**config.mk**
```make
export PLATFORM = sky130hd
export DESIGN_NAME = reg_scoreboard
export DESIGN_NICKNAME = d
export VERILOG_FILES = /design/src/rtl/pipeline_pkg.sv /design/src/rtl/sb_busy_array.sv /design/src/rtl/reg_scoreboard.sv
export SDC_FILE = /design/constraint.sdc
export NUM_CORES = 1
export LEC_CHECK = 0
export ABC_CLOCK_PERIOD_IN_PS = 5200
export CORE_MARGIN = 4
export CORE_UTILIZATION = 42
export DETAILED_ROUTE_END_ITERATION = 10
export GPL_TIMING_DRIVEN = 0
export PLACE_DENSITY = 0.66
export SLEW_MARGIN = 10
export SYNTH_ARGS = -nofsm -noshare
export SYNTH_HDL_FRONTEND = slang
export SYNTH_SLANG_ARGS = --single-unit
```
**constraint.sdc**
```tcl
create_clock -name clk -period 5.2 [get_ports clk]
set_input_delay 1.04 -clock clk [delete_from_list [all_inputs] [get_ports clk]]
set_output_delay 1.04 -clock clk [all_outputs]
set_load 0.02 [all_outputs]
```
**src/rtl/pipeline_pkg.sv**
```systemverilog
// Shared pipeline types: scoreboard FSM encoding and register-file geometry.
package pipeline_pkg;
   localparam int REG_ADDR_W = 5;
   localparam int NUM_REGS   = 32;

   typedef enum logic [1:0] {
      RUN     = 2'd0,
      HAZARD  = 2'd1,
      MEMWAIT = 2'd2
   } sb_state_t;
endpackage

```
**src/rtl/sb_busy_array.sv**
```systemverilog
// Per-register load-in-flight bits plus an outstanding-load counter; updates one cycle after set/clear.
// Set and clear on the same register leave it busy; x0 is never marked busy.
module sb_busy_array
   import pipeline_pkg::*;
#(
   parameter int MAX_PEND = 7,
   parameter int CNT_W    = $clog2(MAX_PEND + 1)
) (
   input  logic                  clk,
   input  logic                  rst_n,
   input  logic                  i_set,
   input  logic [REG_ADDR_W-1:0] i_set_addr,
   input  logic                  i_clr,
   input  logic [REG_ADDR_W-1:0] i_clr_addr,
   output logic [NUM_REGS-1:0]   o_busy_vec,
   output logic [CNT_W-1:0]      o_pending_cnt
);

   logic [NUM_REGS-1:0] r_busy;
   logic [NUM_REGS-1:0] w_busy_nxt;
   logic [CNT_W-1:0]    r_cnt;

   always_comb begin
      w_busy_nxt = r_busy;
      if (i_clr) w_busy_nxt[i_clr_addr] = 1'b0;
      if (i_set) w_busy_nxt[i_set_addr] = 1'b1;
      w_busy_nxt[0] = 1'b0;
   end

   // Counter is bounded both ways so a stray clear after reset cannot wrap it.
   always_ff @(posedge clk or negedge rst_n) begin
      if (!rst_n) begin
         r_busy <= '0;
         r_cnt  <= '0;
      end else begin
         r_busy <= w_busy_nxt;
         if (i_set && !i_clr && r_cnt != CNT_W'(MAX_PEND))
            r_cnt <= r_cnt + 1'b1;
         else if (i_clr && !i_set && r_cnt != '0)
            r_cnt <= r_cnt - 1'b1;
      end
   end

   assign o_busy_vec    = r_busy;
   assign o_pending_cnt = r_cnt;

endmodule

```
**src/rtl/reg_scoreboard.sv**
```systemverilog
// Load-use scoreboard: combinational stall/bubble from registered busy bits, registered FSM and stall counter.
// mem_wait freezes everything and outranks ex_flush, which outranks a detected hazard.
module reg_scoreboard
   import pipeline_pkg::*;
#(
   parameter int MAX_PEND    = 7,
   parameter int STALL_CNT_W = 16
) (
   input  logic                            clk,
   input  logic                            rst_n,
   input  logic                            id_valid,
   input  logic [4:0]                      id_rs1,
   input  logic [4:0]                      id_rs2,
   input  logic                            id_rs1_used,
   input  logic                            id_rs2_used,
   input  logic [4:0]                      id_rd,
   input  logic                            id_RegWEn,
   input  logic                            id_MemRead,
   input  logic [4:0]                      mem_rd,
   input  logic                            mem_RegWEn,
   input  logic                            mem_MemRead,
   input  logic                            mem_wait,
   input  logic                            ex_flush,
   output logic                            stall,
   output logic                            bubble,
   output logic [31:0]                     busy_vec,
   output logic [$clog2(MAX_PEND+1)-1:0]   pending_cnt,
   output logic [1:0]                      fsm_state,
   output logic [STALL_CNT_W-1:0]          stall_cycles
);

   localparam int CNT_W = $clog2(MAX_PEND + 1);

   logic                 w_ld_issue;
   logic                 w_ld_done;
   logic [NUM_REGS-1:0]  w_clr_mask;
   logic [NUM_REGS-1:0]  w_eb;
   logic                 w_raw;
   logic                 w_waw;
   logic                 w_full;
   logic                 w_hazard;
   sb_state_t            r_state;
   sb_state_t            w_state_nxt;
   logic [STALL_CNT_W-1:0] r_stall_cycles;

   assign w_ld_done = mem_MemRead & mem_RegWEn & (mem_rd != 5'd0) & ~mem_wait;
   assign w_ld_issue = id_valid & id_MemRead & id_RegWEn & (id_rd != 5'd0)
                     & ~stall & ~ex_flush & ~mem_wait;

   // A load completing this cycle forwards from WB next cycle, so its bit is not a hazard.
   assign w_clr_mask = w_ld_done ? (NUM_REGS'(1) << mem_rd) : '0;
   assign w_eb       = busy_vec & ~w_clr_mask;

   assign w_raw  = id_valid & ((id_rs1_used & (id_rs1 != 5'd0) & w_eb[id_rs1])
                             | (id_rs2_used & (id_rs2 != 5'd0) & w_eb[id_rs2]));
   assign w_waw  = id_valid & id_RegWEn & (id_rd != 5'd0) & w_eb[id_rd];
   assign w_full = id_valid & id_MemRead & (pending_cnt == CNT_W'(MAX_PEND)) & ~w_ld_done;
   assign w_hazard = w_raw | w_waw | w_full;

   always_comb begin
      stall  = 1'b0;
      bubble = 1'b0;
      if (mem_wait) begin
         stall = 1'b1;
      end else if (ex_flush) begin
         stall = 1'b0;
      end else if (w_hazard) begin
         stall  = 1'b1;
         bubble = 1'b1;
      end
   end

   sb_busy_array #(
      .MAX_PEND (MAX_PEND),
      .CNT_W    (CNT_W)
   ) u_busy (
      .clk           (clk),
      .rst_n         (rst_n),
      .i_set         (w_ld_issue),
      .i_set_addr    (id_rd),
      .i_clr         (w_ld_done),
      .i_clr_addr    (mem_rd),
      .o_busy_vec    (busy_vec),
      .o_pending_cnt (pending_cnt)
   );

   always_comb begin
      w_state_nxt = RUN;
      if (mem_wait)
         w_state_nxt = MEMWAIT;
      else if (w_hazard && !ex_flush)
         w_state_nxt = HAZARD;
   end

   always_ff @(posedge clk or negedge rst_n) begin
      if (!rst_n) begin
         r_state        <= RUN;
         r_stall_cycles <= '0;
      end else begin
         r_state <= w_state_nxt;
         if (stall && r_stall_cycles != '1)
            r_stall_cycles <= r_stall_cycles + 1'b1;
      end
   end

   assign fsm_state    = r_state;
   assign stall_cycles = r_stall_cycles;

endmodule
```
power_grid.png
The bar under the picture is 20 um long. Pins as bars on the die edge.
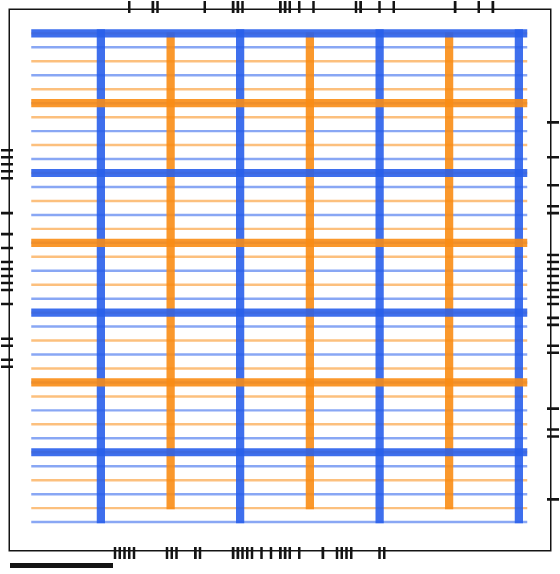
| color | net |
|---|---|
| blue | VSS |
| orange | VDD |
met4 straps: 7
signal pins: 86
met5 straps: 7
core box area: 9200 sq um
Die H: 105 um
Worst IR Drop VDD: 0.301 mV

placement_by_type.png
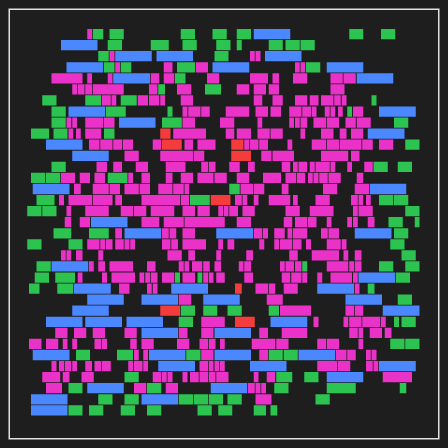
| color | class | cells | share of their area |
|---|---|---|---|
| red | clock drivers and dummy loads | 8 | 1.8% |
| green | remaining buffers and delay cells | 112 | 21% |
| blue | sequential cells | 52 | 26% |
| magenta | combinational and other logic | 365 | 52% |
final core occ: 57.0%
Seq/total area: 24.8%
row count: 35

clk_routes.png
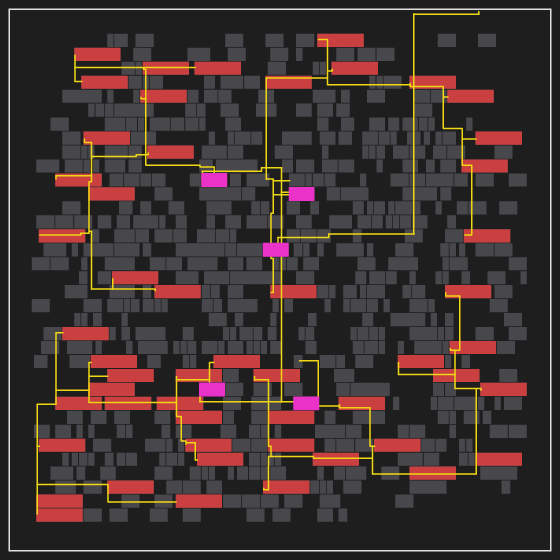
[magenta] clock drivers | count: 5
[yellow] clock wires | length: 773 um
[red] flip-flops | count: 52
routed clock nets: 6
flops lie: all over the die
Clk power: 247 uW
Worst-Skew Late Latency: 0.32 ns
clk_skew: 0.00877 ns

wires.png
The bar under the picture is 20 um long.
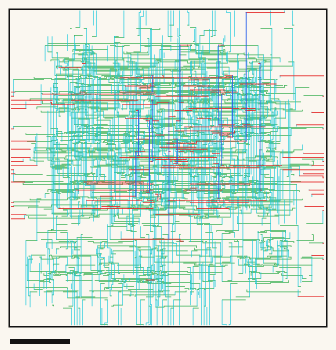
| color | layer | wire length |
|---|---|---|
| green | metal 1 | 6330 um |
| red | metal 3 | 1030 um |
| blue | metal 4 | 326 um |
| cyan | metal 2 | 6300 um |
final WL: 14.0 mm
Total GRT Usage: 24.9%
Vias: 4112
drt wl/cell: 21.6 um

congestion.png
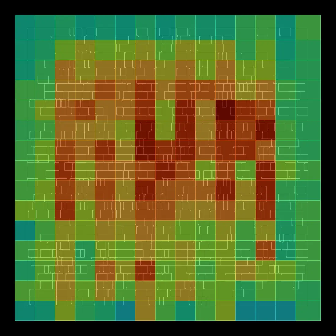
met1 usage: 35.9%
routing usage on met2: 39.0%
layer carrying the most global-route usage: met2
Global Route met3 Usage: 3.52%

==> run summary <==
Status: finished clean
Highest Signal Layer: met4
TNS Setup: 0 ns
Commonest Layout Cell: clkdlybuf4s50_1
Share of layout cells above drive strength 1: 16.2%
Worst setup startpoint: mem_rd[3]
XORs/XNORs by Area: 4.19%
Commonest flop: dfrtp_1
Crit-path slowest cell: or4b_4
Slew Viols, Final: 0
Critical Path RT: 4.16 ns
Mapped Nets: 476
Worst R2R Path Depth: 15
Yosys simple share: 27.7%
Hold endpoint: stall_cycles[9]$_DFFE_PN0P_
Peak Freq: 194 MHz
Syn Std Cell Area: 3970 sq um
Comb pwr share: 38.7%
CTS H-tree lvls: 2
# clock sinks: 52
Async set or reset register ratio after synthesis: 100%
Post-route insts no fill: 648
Chip area: 11100 sq um
# DRC: 0
Yosys stat chip area: 3970 sq um
Leakage: 2.19 nW
CP Cell Sequence: clkdlybuf4s50_1 -> or4b_4 -> o21ai_4 -> o22ai_1 -> or4b_1 -> and3_4 -> a31oi_4 -> a21oi_4 -> nor2_2 -> inv_1 -> dlygate4sd2_1
Hold path depth: 1
Setup CP Type: input port to output port
Initial antenna violation count: 0
FP Core Util: 43.1%
Sw Share: 38.6%
Tool Warnings: 27
Crit path buf inv count: 3
Internal power: 767 uW
RSZ-0062 raised after global routing: yes
# Cells Yosys: 443
-- repair_timing --
action,CTS,global route
endpoints found under the setup margin,2,3
buffers inserted,5,1
gates resized,22,28
pin swaps,3,5
-- sequential cells by signal, summed over array words and instances (netlist names) --
register,flops
u_busy.o_busy_vec,31
u_busy.o_pending_cnt,3
stall_cycles,16
fsm_state,2
-- cell type report --
cell class | count | area [sq um] | share of cell area (%)
multi-input cells | 352 | 2590 | 49.4
clock buffers | 5 | 68.8 | 1.31
flip-flops and latches | 52 | 1300 | 24.8
plain buffers | 26 | 216 | 4.13
repair buffers | 86 | 857 | 16.4
clock inverters | 3 | 21.3 | 0.406
well taps | 111 | 139 | 2.65
inverters | 13 | 48.8 | 0.931
Power and IR drop assume default switching activity.
